### src/rtl/open_nic_calc_shell.sv
// open_nic_calc_shell
//   Single-clock NIC shell with an in-line UDP calculator between the QDMA H2C
//   stream and the CMAC TX stream, plus an AXI4-Lite control register block.
//
// Ports:
//   axis_aclk / powerup_rstn       clock, asynchronous active-low reset
//   axil_aclk                      axis_aclk forwarded
//   shell_rst_done/user_rst_done   all ones once the reset counter expires
//   s_axis_qdma_h2c_sim_*          input AXI4-Stream (tuser_mty = empty bytes on tlast)
//   m_axis_cmac_tx_sim_*           output AXI4-Stream with tkeep
//   s_axil_sim_*                   AXI4-Lite slave: CTRL 0x1000, ADD_OP 0x1004,
//                                  SUB_OP 0x1008, UDP_PORT 0x100C
module open_nic_calc_shell #(
  parameter int DATA_WIDTH      = 512,
  parameter int RST_DONE_CYCLES = 16
) (
  input  logic                        axis_aclk,
  input  logic                        powerup_rstn,
  output logic                        axil_aclk,
  output logic [31:0]                 shell_rst_done,
  output logic [31:0]                 user_rst_done,

  input  logic [DATA_WIDTH-1:0]       s_axis_qdma_h2c_sim_tdata,
  input  logic                        s_axis_qdma_h2c_sim_tvalid,
  output logic                        s_axis_qdma_h2c_sim_tready,
  input  logic                        s_axis_qdma_h2c_sim_tlast,
  input  logic                        s_axis_qdma_h2c_sim_tuser_err,
  input  logic                        s_axis_qdma_h2c_sim_tuser_zero_byte,
  input  logic [$clog2(DATA_WIDTH/8)-1:0] s_axis_qdma_h2c_sim_tuser_mty,
  input  logic [31:0]                 s_axis_qdma_h2c_sim_tuser_mdata,
  input  logic [10:0]                 s_axis_qdma_h2c_sim_tuser_qid,
  input  logic [2:0]                  s_axis_qdma_h2c_sim_tuser_port_id,
  input  logic [31:0]                 s_axis_qdma_h2c_sim_tcrc,

  output logic [DATA_WIDTH-1:0]       m_axis_cmac_tx_sim_tdata,
  output logic [DATA_WIDTH/8-1:0]     m_axis_cmac_tx_sim_tkeep,
  output logic                        m_axis_cmac_tx_sim_tvalid,
  output logic                        m_axis_cmac_tx_sim_tlast,
  output logic                        m_axis_cmac_tx_sim_tuser_err,
  input  logic                        m_axis_cmac_tx_sim_tready,

  input  logic                        s_axil_sim_awvalid,
  input  logic [31:0]                 s_axil_sim_awaddr,
  output logic                        s_axil_sim_awready,
  input  logic                        s_axil_sim_wvalid,
  input  logic [31:0]                 s_axil_sim_wdata,
  output logic                        s_axil_sim_wready,
  output logic                        s_axil_sim_bvalid,
  output logic [1:0]                  s_axil_sim_bresp,
  input  logic                        s_axil_sim_bready,
  input  logic                        s_axil_sim_arvalid,
  input  logic [31:0]                 s_axil_sim_araddr,
  output logic                        s_axil_sim_arready,
  output logic                        s_axil_sim_rvalid,
  output logic [31:0]                 s_axil_sim_rdata,
  output logic [1:0]                  s_axil_sim_rresp,
  input  logic                        s_axil_sim_rready
);

  localparam int KW = DATA_WIDTH / 8;
  localparam int MW = $clog2(KW);
  localparam logic [15:0] DONE_AT = 16'(RST_DONE_CYCLES - 1);

  logic        rst_done;
  logic [15:0] rst_cnt;

  logic        ctrl_en;
  logic [15:0] add_op, sub_op, udp_port;

  logic                  first;
  logic                  s1_valid, s1_last, s1_err;
  logic [MW-1:0]         s1_mty;
  logic [DATA_WIDTH-1:0] s1_data;
  logic                  s2_ready, accept;

  logic [DATA_WIDTH-1:0] proc_data;
  logic [KW-1:0]         keep_all;
  logic                  hit;
  logic [31:0]           op_a, op_b, result;
  logic [15:0]           opcode;

  logic unused_inputs;
  assign unused_inputs = ^{s_axis_qdma_h2c_sim_tuser_zero_byte, s_axis_qdma_h2c_sim_tuser_mdata,
                           s_axis_qdma_h2c_sim_tuser_qid, s_axis_qdma_h2c_sim_tuser_port_id,
                           s_axis_qdma_h2c_sim_tcrc, s_axil_sim_wdata[31:16]};

  assign axil_aclk        = axis_aclk;
  assign shell_rst_done   = {32{rst_done}};
  assign user_rst_done    = {32{rst_done}};
  assign s_axil_sim_bresp = 2'b00;
  assign s_axil_sim_rresp = 2'b00;
  assign keep_all         = '1;

  always_ff @(posedge axis_aclk or negedge powerup_rstn) begin
    if (!powerup_rstn) begin
      rst_cnt  <= '0;
      rst_done <= 1'b0;
    end else if (!rst_done) begin
      rst_cnt  <= rst_cnt + 16'd1;
      rst_done <= (rst_cnt == DONE_AT);
    end
  end

  // ---------------- stream path ----------------
  assign s2_ready = !m_axis_cmac_tx_sim_tvalid || m_axis_cmac_tx_sim_tready;
  assign s_axis_qdma_h2c_sim_tready = rst_done && (!s1_valid || s2_ready);
  assign accept = s_axis_qdma_h2c_sim_tvalid && s_axis_qdma_h2c_sim_tready;

  assign opcode = {s_axis_qdma_h2c_sim_tdata[8*46 +: 8], s_axis_qdma_h2c_sim_tdata[8*47 +: 8]};
  assign op_a   = {s_axis_qdma_h2c_sim_tdata[8*48 +: 8], s_axis_qdma_h2c_sim_tdata[8*49 +: 8],
                   s_axis_qdma_h2c_sim_tdata[8*50 +: 8], s_axis_qdma_h2c_sim_tdata[8*51 +: 8]};
  assign op_b   = {s_axis_qdma_h2c_sim_tdata[8*52 +: 8], s_axis_qdma_h2c_sim_tdata[8*53 +: 8],
                   s_axis_qdma_h2c_sim_tdata[8*54 +: 8], s_axis_qdma_h2c_sim_tdata[8*55 +: 8]};

  assign hit = first && ctrl_en
    && ({s_axis_qdma_h2c_sim_tdata[8*12 +: 8], s_axis_qdma_h2c_sim_tdata[8*13 +: 8]} == 16'h8100)
    && ({s_axis_qdma_h2c_sim_tdata[8*16 +: 8], s_axis_qdma_h2c_sim_tdata[8*17 +: 8]} == 16'h0800)
    && (s_axis_qdma_h2c_sim_tdata[8*18 +: 8] == 8'h45)
    && (s_axis_qdma_h2c_sim_tdata[8*27 +: 8] == 8'h11)
    && ({s_axis_qdma_h2c_sim_tdata[8*40 +: 8], s_axis_qdma_h2c_sim_tdata[8*41 +: 8]} == udp_port);

  always_comb begin
    proc_data = s_axis_qdma_h2c_sim_tdata;
    result    = '0;
    if (hit && (opcode == add_op || opcode == sub_op)) begin
      // ADD is tested first so it wins when both opcodes are programmed equal
      result = (opcode == add_op) ? op_a + op_b : op_a - op_b;
      proc_data[8*56 +: 8] = result[31:24];
      proc_data[8*57 +: 8] = result[23:16];
      proc_data[8*58 +: 8] = result[15:8];
      proc_data[8*59 +: 8] = result[7:0];
    end
  end

  always_ff @(posedge axis_aclk or negedge powerup_rstn) begin
    if (!powerup_rstn) begin
      first    <= 1'b1;
      s1_valid <= 1'b0;
      s1_last  <= 1'b0;
      s1_err   <= 1'b0;
      s1_mty   <= '0;
      s1_data  <= '0;
      m_axis_cmac_tx_sim_tvalid    <= 1'b0;
      m_axis_cmac_tx_sim_tdata     <= '0;
      m_axis_cmac_tx_sim_tkeep     <= '0;
      m_axis_cmac_tx_sim_tlast     <= 1'b0;
      m_axis_cmac_tx_sim_tuser_err <= 1'b0;
    end else begin
      if (accept) begin
        first    <= s_axis_qdma_h2c_sim_tlast;
        s1_valid <= 1'b1;
        s1_data  <= proc_data;
        s1_last  <= s_axis_qdma_h2c_sim_tlast;
        s1_err   <= s_axis_qdma_h2c_sim_tuser_err;
        s1_mty   <= s_axis_qdma_h2c_sim_tuser_mty;
      end else if (s2_ready) begin
        s1_valid <= 1'b0;
      end
      if (s2_ready) begin
        m_axis_cmac_tx_sim_tvalid <= s1_valid;
        if (s1_valid) begin
          m_axis_cmac_tx_sim_tdata     <= s1_data;
          m_axis_cmac_tx_sim_tlast     <= s1_last;
          m_axis_cmac_tx_sim_tuser_err <= s1_err;
          m_axis_cmac_tx_sim_tkeep     <= s1_last ? (keep_all >> s1_mty) : keep_all;
        end
      end
    end
  end

  // ---------------- AXI4-Lite registers ----------------
  always_ff @(posedge axis_aclk or negedge powerup_rstn) begin
    if (!powerup_rstn) begin
      s_axil_sim_awready <= 1'b0;
      s_axil_sim_wready  <= 1'b0;
      s_axil_sim_bvalid  <= 1'b0;
      s_axil_sim_arready <= 1'b0;
      s_axil_sim_rvalid  <= 1'b0;
      s_axil_sim_rdata   <= '0;
      ctrl_en  <= 1'b0;
      add_op   <= 16'h000D;
      sub_op   <= 16'h001A;
      udp_port <= 16'h10E1;
    end else begin
      s_axil_sim_awready <= 1'b0;
      s_axil_sim_wready  <= 1'b0;
      s_axil_sim_arready <= 1'b0;

      if (s_axil_sim_awvalid && s_axil_sim_wvalid && !s_axil_sim_bvalid && !s_axil_sim_awready) begin
        s_axil_sim_awready <= 1'b1;
        s_axil_sim_wready  <= 1'b1;
      end
      if (s_axil_sim_awready && s_axil_sim_awvalid && s_axil_sim_wvalid) begin
        s_axil_sim_bvalid <= 1'b1;
        case (s_axil_sim_awaddr)
          32'h0000_1000: ctrl_en  <= s_axil_sim_wdata[0];
          32'h0000_1004: add_op   <= s_axil_sim_wdata[15:0];
          32'h0000_1008: sub_op   <= s_axil_sim_wdata[15:0];
          32'h0000_100C: udp_port <= s_axil_sim_wdata[15:0];
          default: ;
        endcase
      end
      if (s_axil_sim_bvalid && s_axil_sim_bready) s_axil_sim_bvalid <= 1'b0;

      if (s_axil_sim_arvalid && !s_axil_sim_rvalid && !s_axil_sim_arready) s_axil_sim_arready <= 1'b1;
      if (s_axil_sim_arready && s_axil_sim_arvalid) begin
        s_axil_sim_rvalid <= 1'b1;
        case (s_axil_sim_araddr)
          32'h0000_1000: s_axil_sim_rdata <= {31'd0, ctrl_en};
          32'h0000_1004: s_axil_sim_rdata <= {16'd0, add_op};
          32'h0000_1008: s_axil_sim_rdata <= {16'd0, sub_op};
          32'h0000_100C: s_axil_sim_rdata <= {16'd0, udp_port};
          default:       s_axil_sim_rdata <= '0;
        endcase
      end
      if (s_axil_sim_rvalid && s_axil_sim_rready) s_axil_sim_rvalid <= 1'b0;
    end
  end

endmodule

### config.mk
export PLATFORM = sky130hd
export DESIGN_NAME = open_nic_calc_shell
export DESIGN_NICKNAME = d
export VERILOG_FILES = /design/src/rtl/open_nic_calc_shell.sv
export SDC_FILE = /design/constraint.sdc
export NUM_CORES = 2
export LEC_CHECK = 0
export CAP_MARGIN = 20
export CORE_AREA = 2 2 544 546
export CTS_CLUSTER_DIAMETER = 40
export DETAILED_ROUTE_END_ITERATION = 8
export DIE_AREA = 0 0 546 548
export HOLD_SLACK_MARGIN = 0.02
export PLACE_DENSITY = 0.36
export SETUP_SLACK_MARGIN = 0.1
export SLEW_MARGIN = 25
export SYNTH_ARGS = -nofsm -noshare
export SYNTH_HDL_FRONTEND = slang
export SYNTH_SLANG_ARGS = --single-unit
### constraint.sdc
create_clock -name axis_aclk -period 3.85 [get_ports axis_aclk]
set_clock_uncertainty 0.1 [all_clocks]
set_input_delay 0.77 -clock axis_aclk [delete_from_list [all_inputs] [get_ports axis_aclk]]
set_output_delay 0.77 -clock axis_aclk [all_outputs]
set_load 0.01 [all_outputs]
==> run summary <==
Observations from the implementation run.

Critical path:
- The launch point of the worst register-to-register path is recorded as add_op[9].
- The run gives the peak fanout along the critical path as 7.
- In the setup report, the worst path falls into the class flop to flop.
- The timing report lists the critical path depth as 19 cells.

Drt:
- The detailed router reports a met3 wire length of 20.09 mm.

STA:
- The run gives the slew at the pin closest to its max-slew limit as 1.028 ns.
- The run puts the worst-case setup margin in the final layout at -0.1741 ns.
- The run puts the normalized max-slew margin at 0.3149.
- Endpoints with negative setup slack in the final report add up to 5.

Layout:
- The run puts the area growth from synthesis to layout at 61.50%.
- The run gives the area of the multi-input gates as 17840 um^2.
- In the final design, more cell area goes to registers than to any other class.

Run status:
- The final reports fail on negative setup slack.
- The flow ran to the end, but the final reports show violations.

Clock network:
- The later pin in the worst-skew pair is clocked with a latency of 0.99 ns.
- The run puts the count of cells resized by post-cts repair at 55.

Synth:
- The run puts the average cell area after synthesis at 8.988 um^2.
- The run gives the chip area from the yosys synthesis statistics as 48700 um^2.

Pwr:
- The run puts the power in combinational cells at 10.6 mW.
- The run gives the relative contribution of sequential cells to total power as 0.313.

Floorplan:
- The run gives the I/O pin count as 1390.
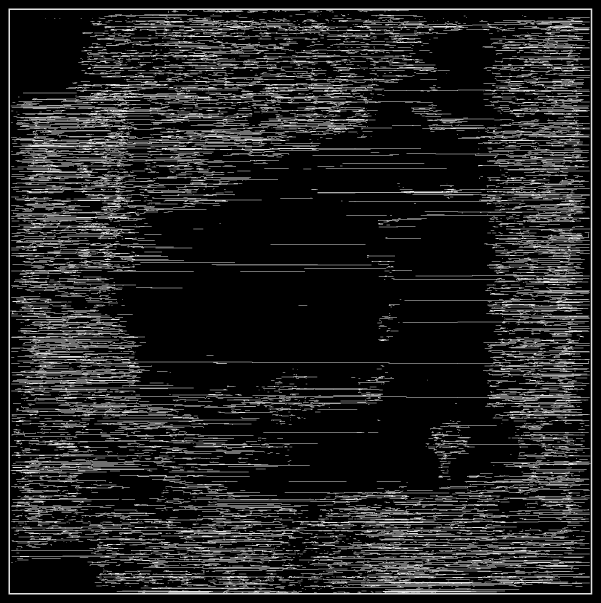
(images/m1.png)
The wires run mostly horizontal. The layer holds 44% of the routed length. The longest straight run is 146 um. 6847 nets have wire on it.
number of vias in the routed layout: 43140
GR Layer Usage met1: 0.2013
WL final: 241.6 mm

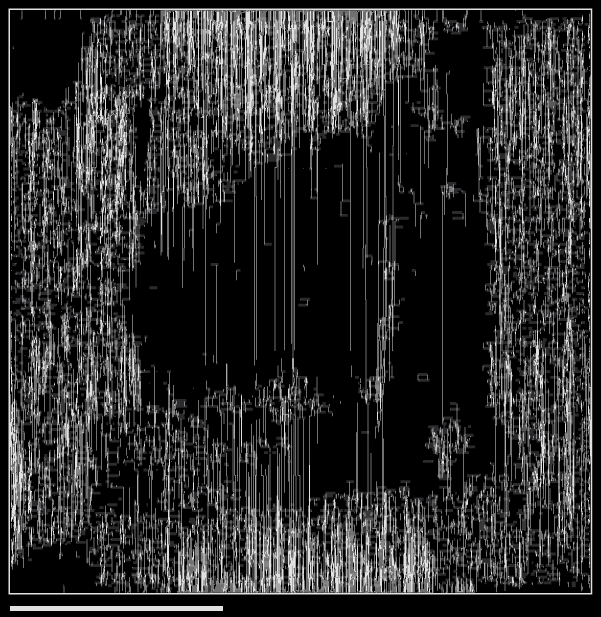
(images/m2.png)
The bar under the picture is 200 um long.
The longest straight run is 305 um. 6127 nets have wire on it. The layer carries 109 mm of wire. The wires run mostly vertical. The layer holds 45% of the routed length.
GRT met2 Usage: 0.2500

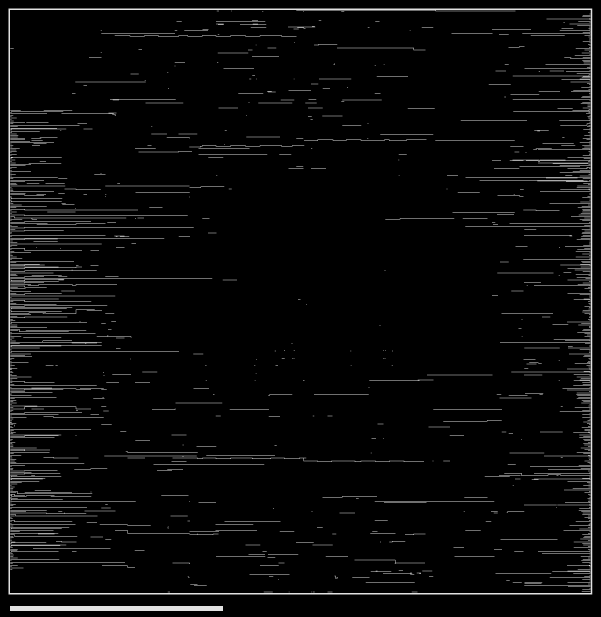
(images/m3.png)
The bar under the picture is 200 um long.
The layer carries 20.1 mm of wire. The longest straight run is 190 um. The layer holds 8.3% of the routed length. 885 nets have wire on it. The wires run mostly horizontal.
met3 layer usage reported by global route: 0.05882

Power and IR drop assume default switching activity.
